## src/rtl/ascii_decimal_accumulator.sv

```systemverilog
// ascii_decimal_accumulator
//   Scans a stream of 64-bit ASCII words one byte per cycle (byte 0 = bits[7:0]),
//   folds decimal digits into a binary value and emits one number per
//   newline-terminated line. Numbers may span word boundaries.
// Ports
//   clk, rst             clock, synchronous active-high reset
//   in_word/in_valid     input word and its valid
//   in_ready             word accepted on edge with in_valid & in_ready (combinational)
//   flush                end-of-input pulse: emit a pending number lacking a newline
//   num_out/num_valid    completed number, held until num_ready
//   num_ready            consumer handshake
//   num_count            numbers handed off since reset (wraps)
//   err_overflow         sticky: an accumulation exceeded VALUE_WIDTH bits
//   err_char             sticky: a byte other than digit, 0x0A or 0x00 was seen
module ascii_decimal_accumulator #(
  parameter int unsigned VALUE_WIDTH = 32
) (
  input  logic                   clk,
  input  logic                   rst,
  input  logic [63:0]            in_word,
  input  logic                   in_valid,
  output logic                   in_ready,
  input  logic                   flush,
  output logic [VALUE_WIDTH-1:0] num_out,
  output logic                   num_valid,
  input  logic                   num_ready,
  output logic [15:0]            num_count,
  output logic                   err_overflow,
  output logic                   err_char
);

  localparam int unsigned ExtW   = VALUE_WIDTH + 4;
  localparam int unsigned CountW = 16;

  typedef enum logic {
    ST_IDLE = 1'b0,
    ST_SCAN = 1'b1
  } state_e;

  state_e                 state_q, state_d;
  logic [2:0]             idx_q, idx_d;
  logic [63:0]            word_q, word_d;
  logic [VALUE_WIDTH-1:0] acc_q, acc_d;
  logic                   seen_q, seen_d;
  logic                   flush_pend_q, flush_pend_d;
  logic [VALUE_WIDTH-1:0] num_out_q, num_out_d;
  logic                   num_valid_q, num_valid_d;
  logic [CountW-1:0]      num_count_q, num_count_d;
  logic                   err_ovf_q, err_ovf_d;
  logic                   err_char_q, err_char_d;

  logic                   stall;
  logic                   accept;
  logic [7:0]             byte_cur;
  logic [ExtW-1:0]        acc_ext;

  // Current byte and the untruncated acc*10+digit; the extra 4 bits expose overflow.
  assign byte_cur = word_q[{idx_q, 3'b000} +: 8];
  assign acc_ext  = ExtW'(acc_q) * ExtW'(10) + ExtW'(byte_cur[3:0]);

  assign stall    = num_valid_q & ~num_ready;
  assign in_ready = ~rst & ~stall &
                    ((state_q == ST_IDLE) | ((state_q == ST_SCAN) & (idx_q == 3'd7)));
  assign accept   = in_valid & in_ready;

  // Next-state logic: handshake first, so an emit on the same edge reloads num_valid.
  always_comb begin
    state_d      = state_q;
    idx_d        = idx_q;
    word_d       = word_q;
    acc_d        = acc_q;
    seen_d       = seen_q;
    flush_pend_d = flush_pend_q | flush;
    num_out_d    = num_out_q;
    num_valid_d  = num_valid_q;
    num_count_d  = num_count_q;
    err_ovf_d    = err_ovf_q;
    err_char_d   = err_char_q;

    if (num_valid_q && num_ready) begin
      num_valid_d = 1'b0;
      num_count_d = num_count_q + CountW'(1);
    end

    if (state_q == ST_SCAN) begin
      if (!stall) begin
        case (byte_cur) inside
          [8'h30:8'h39]: begin
            acc_d  = acc_ext[VALUE_WIDTH-1:0];
            seen_d = 1'b1;
            if (|acc_ext[ExtW-1:VALUE_WIDTH]) begin
              err_ovf_d = 1'b1;
            end
          end
          8'h0A: begin
            // Blank lines (no digits yet) produce nothing.
            if (seen_q) begin
              num_out_d   = acc_q;
              num_valid_d = 1'b1;
              acc_d       = '0;
              seen_d      = 1'b0;
            end
          end
          8'h00: begin
          end
          default: begin
            err_char_d = 1'b1;
          end
        endcase

        if (idx_q == 3'd7) begin
          if (accept) begin
            word_d  = in_word;
            idx_d   = 3'd0;
            state_d = ST_SCAN;
          end else begin
            state_d = ST_IDLE;
          end
        end else begin
          idx_d = idx_q + 3'd1;
        end
      end
    end else begin
      if (accept) begin
        word_d  = in_word;
        idx_d   = 3'd0;
        state_d = ST_SCAN;
      end else if (!stall && flush_pend_q) begin
        // Flush behaves like a newline on an idle scanner.
        flush_pend_d = flush;
        if (seen_q) begin
          num_out_d   = acc_q;
          num_valid_d = 1'b1;
          acc_d       = '0;
          seen_d      = 1'b0;
        end
      end
    end
  end

  // State registers.
  always_ff @(posedge clk) begin
    if (rst) begin
      state_q      <= ST_IDLE;
      idx_q        <= 3'd0;
      word_q       <= '0;
      acc_q        <= '0;
      seen_q       <= 1'b0;
      flush_pend_q <= 1'b0;
      num_out_q    <= '0;
      num_valid_q  <= 1'b0;
      num_count_q  <= '0;
      err_ovf_q    <= 1'b0;
      err_char_q   <= 1'b0;
    end else begin
      state_q      <= state_d;
      idx_q        <= idx_d;
      word_q       <= word_d;
      acc_q        <= acc_d;
      seen_q       <= seen_d;
      flush_pend_q <= flush_pend_d;
      num_out_q    <= num_out_d;
      num_valid_q  <= num_valid_d;
      num_count_q  <= num_count_d;
      err_ovf_q    <= err_ovf_d;
      err_char_q   <= err_char_d;
    end
  end

  assign num_out      = num_out_q;
  assign num_valid    = num_valid_q;
  assign num_count    = num_count_q;
  assign err_overflow = err_ovf_q;
  assign err_char     = err_char_q;

endmodule

```

## config.mk

```make
export PLATFORM = sky130hd
export DESIGN_NAME = ascii_decimal_accumulator
export DESIGN_NICKNAME = d
export VERILOG_FILES = /design/src/rtl/ascii_decimal_accumulator.sv
export SDC_FILE = /design/constraint.sdc
export NUM_CORES = 1
export LEC_CHECK = 0
export CAP_MARGIN = 20
export CORE_ASPECT_RATIO = 0.6
export CORE_MARGIN = 2
export CORE_UTILIZATION = 50
export DETAILED_ROUTE_END_ITERATION = 10
export PLACE_DENSITY = 0.74
export SLEW_MARGIN = 20
export SYNTH_ARGS = -nofsm -noshare
export SYNTH_HDL_FRONTEND = slang
export SYNTH_SLANG_ARGS = --single-unit
```

## constraint.sdc

```tcl
create_clock -name clk -period 5.5 [get_ports clk]
set_input_delay 0.55 -clock clk [delete_from_list [all_inputs] [get_ports clk]]
set_output_delay 0.55 -clock clk [all_outputs]
set_load 0.02 [all_outputs]
```

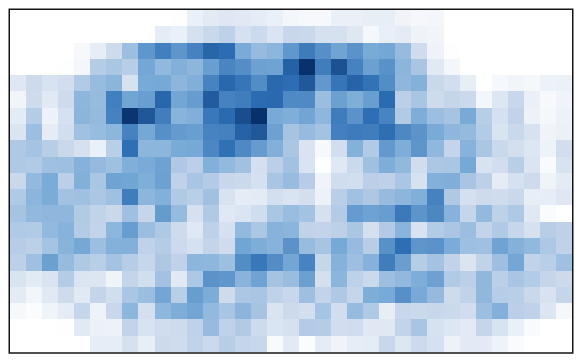
(run_1/route_heat.png)
The die is cut into 35 by 21 equal tiles; white is low, dark blue is high, scaled to the fullest tile. Values are wire area over tile area, all layers added.
mean over tiles: 0.22
tiles over half the peak: 18%
densest ninth of the die: top center
emptiest ninth of the die: upper right
nearly empty tiles: 11%

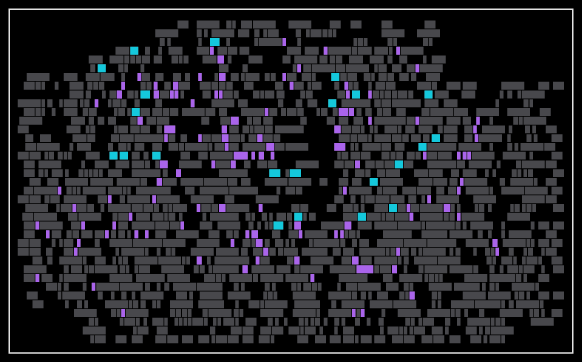
(run_1/gates.png)
| color | family | cells | most used |
|---|---|---|---|
| cyan | non-inverting ao/oa cells | 22 | a21o_1 |
| purple | nor cells | 113 | nor2_1 |

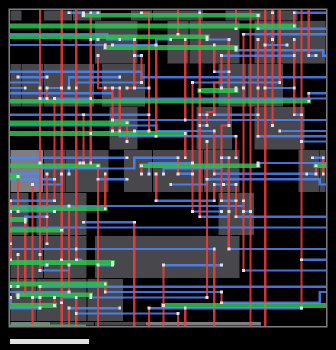
(run_1/closeup.png)
Bar = 5 um. Region (77, 65) to (97, 85) um. Cells in gray, sequential cells in the stronger gray; small squares are vias.
| color | layer |
|---|---|
| green | M3 |
| red | M2 |
| blue | M1 |
cells with their middle in the window: 27
most frequent: xnor2_1 (5)
sequential cells in the window: 0

==> qor.txt, run 1 <==
status - finished, final reports clean
combinational gate area - 5390 um^2
gr busiest metal - met1
pre-CTS setup slack - 791 ps
CORE AREA - 17,100 um^2
FP Util - 0.511
met3 Resource Use GR - 0.0765
metal3 WL - 2560 um
commonest cells in the netlist - nand2_1, dfxtp_1, a21oi_1, nor2_1, ha_1
Clock Power Share - 0.480
dpl hpwl - 17,500 um
signal buffers share of area - 0.117
highest routed metal layer - met4
Adders+Majority by Area - 0.0989
Tap Count - 234
Top reg by flops - word_q
Avg Vias per Cell - 5.76
setup_tns - 0 ps
routing usage on met1 - 0.423
WP buf/inv - 1
most used cell, CP - mux2i_1
Max VDD drop - 167 uV
==> run_1/clock_nets.png <==
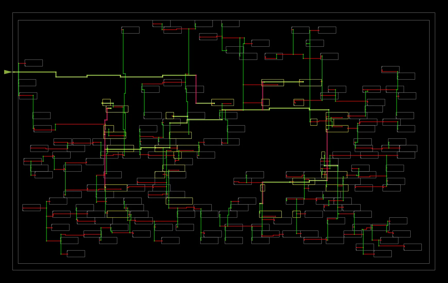

## Run 2: what changed since run 1
--- a/config.mk
+++ b/config.mk
@@ -9,7 +9,9 @@
 export CORE_ASPECT_RATIO = 0.6
 export CORE_MARGIN = 2
 export CORE_UTILIZATION = 50
+export CTS_BUF_LIST = sky130_fd_sc_hd__clkbuf_4 sky130_fd_sc_hd__clkbuf_8
 export DETAILED_ROUTE_END_ITERATION = 10
+export HOLD_SLACK_MARGIN = 0.12
 export PLACE_DENSITY = 0.74
 export SLEW_MARGIN = 20
 export SYNTH_ARGS = -nofsm -noshare
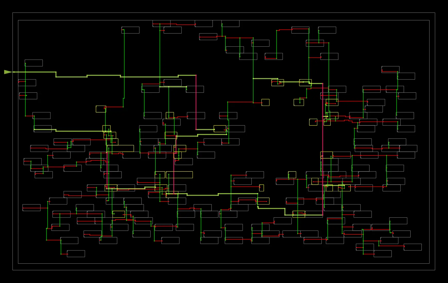
(run_2/clock_nets.png)
total CTS buffers: 17
Flops: 153
Clk power: 0.916 mW
clock skew: 17.5 ps

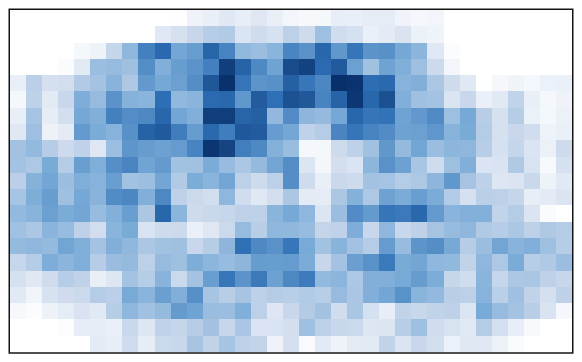
(run_2/route_heat.png)
The die is cut into 35 by 21 equal tiles; white is low, dark blue is high, scaled to the fullest tile. Values are wire area over tile area, all layers added.
nearly empty tiles: 10%
emptiest ninth of the die: upper right
tiles over half the peak: 24%

==> run 2 against run 1 <==
  * Hold slack better by 3.8 ps
  * Sequential share of layout area is 0.51 points higher
  * Clock power is 24% lower
  * Synthesized cell count stayed put
  * Combinational power hardly changed
  * Worst setup slack better by 12 ps
  * Die area stayed put
  * Flip-flop count stayed put
  * Area after synthesis stayed put
  * Critical path depth stayed put
==> qor.txt, run 2 <==
yosys aoi share - 0.181
gr busiest metal - met1
Clock Power Share - 0.412
signal buffers share of area - 0.119
status - finished, final reports clean
antenna-violating nets left - 0
most used cell, CP - mux2i_1
FP Util - 0.511
WP buf/inv - 1
pre-CTS setup slack - 791 ps
routing usage on met1 - 0.425
dpl hpwl - 17,500 um
Avg Vias per Cell - 5.73
commonest cells in the netlist - nand2_1, dfxtp_1, a21oi_1, nor2_1, ha_1
hold path start - num_out[8]
Max VDD drop - 150 uV
CORE AREA - 17,100 um^2
setup_tns - 0 ps
Tap Count - 234
Top reg by flops - word_q
Setup crit end kind - register
Adders+Majority by Area - 0.0989
highest routed metal layer - met4
Die W - 175 um
fin nets - 1,299
metal3 WL - 2650 um
vias in the first global route - 7,258
## Run 3: what changed since run 2
--- a/config.mk
+++ b/config.mk
@@ -10,6 +10,7 @@
 export CORE_MARGIN = 2
 export CORE_UTILIZATION = 50
 export CTS_BUF_LIST = sky130_fd_sc_hd__clkbuf_4 sky130_fd_sc_hd__clkbuf_8
+export CTS_CLUSTER_SIZE = 16
 export DETAILED_ROUTE_END_ITERATION = 10
 export HOLD_SLACK_MARGIN = 0.12
 export PLACE_DENSITY = 0.74
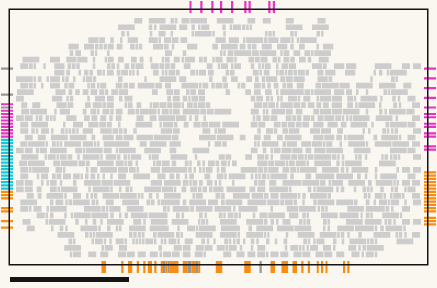
(run_3/pinout.png)
Bar = 50 um. Pins as bars across the die edge, other pins in gray.
| color | port | pins | direction | edge |
|---|---|---|---|---|
| cyan | num_count | 16 | output | left |
| orange | in_word | 64 | input | 41 bottom, 16 right, 7 left |
| magenta | num_out | 32 | output | 13 right, 10 left, 9 top |

==> run 3 against run 2 <==
  * Combinational power about the same
  * Power unchanged
  * Flip-flop count unchanged
  * Final cell count unchanged
  * Clock power about the same
  * Wire length unchanged
  * Via count unchanged
  * Critical path depth unchanged
  * Register-to-register slack about the same
  * First-iteration DRC count unchanged
  * Largest cell class unchanged
  * Critical endpoint unchanged
==> qor.txt, run 3 <==
Clock Power Share - 0.412
Adders+Majority by Area - 0.0989
pre-CTS setup slack - 791 ps
fin nets - 1,299
WP buf/inv - 1
hold path start - num_out[8]
status - finished, final reports clean
CORE AREA - 17,100 um^2
Die W - 175 um
Top reg by flops - word_q
yosys aoi share - 0.181
most used cell, CP - mux2i_1
dpl hpwl - 17,500 um
commonest cells in the netlist - nand2_1, dfxtp_1, a21oi_1, nor2_1, ha_1
met3 Resource Use GR - 0.0773
FP Util - 0.511
Clk power - 0.916 mW
setup_tns - 0 ps
total CTS buffers - 17
clock skew - 17.5 ps
vias in the first global route - 7,258
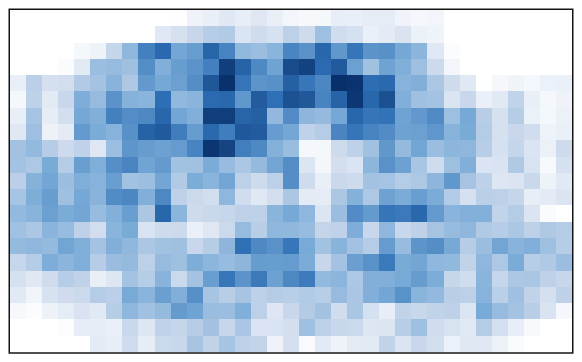
(run_3/route_heat.png)
The die is cut into 35 by 21 equal tiles; white is low, dark blue is high, scaled to the fullest tile. Values are wire area over tile area, all layers added.
tiles over half the peak: 24%
mean over tiles: 0.22
fullest tile: 0.63
nearly empty tiles: 10%

Power and IR drop assume default switching activity.
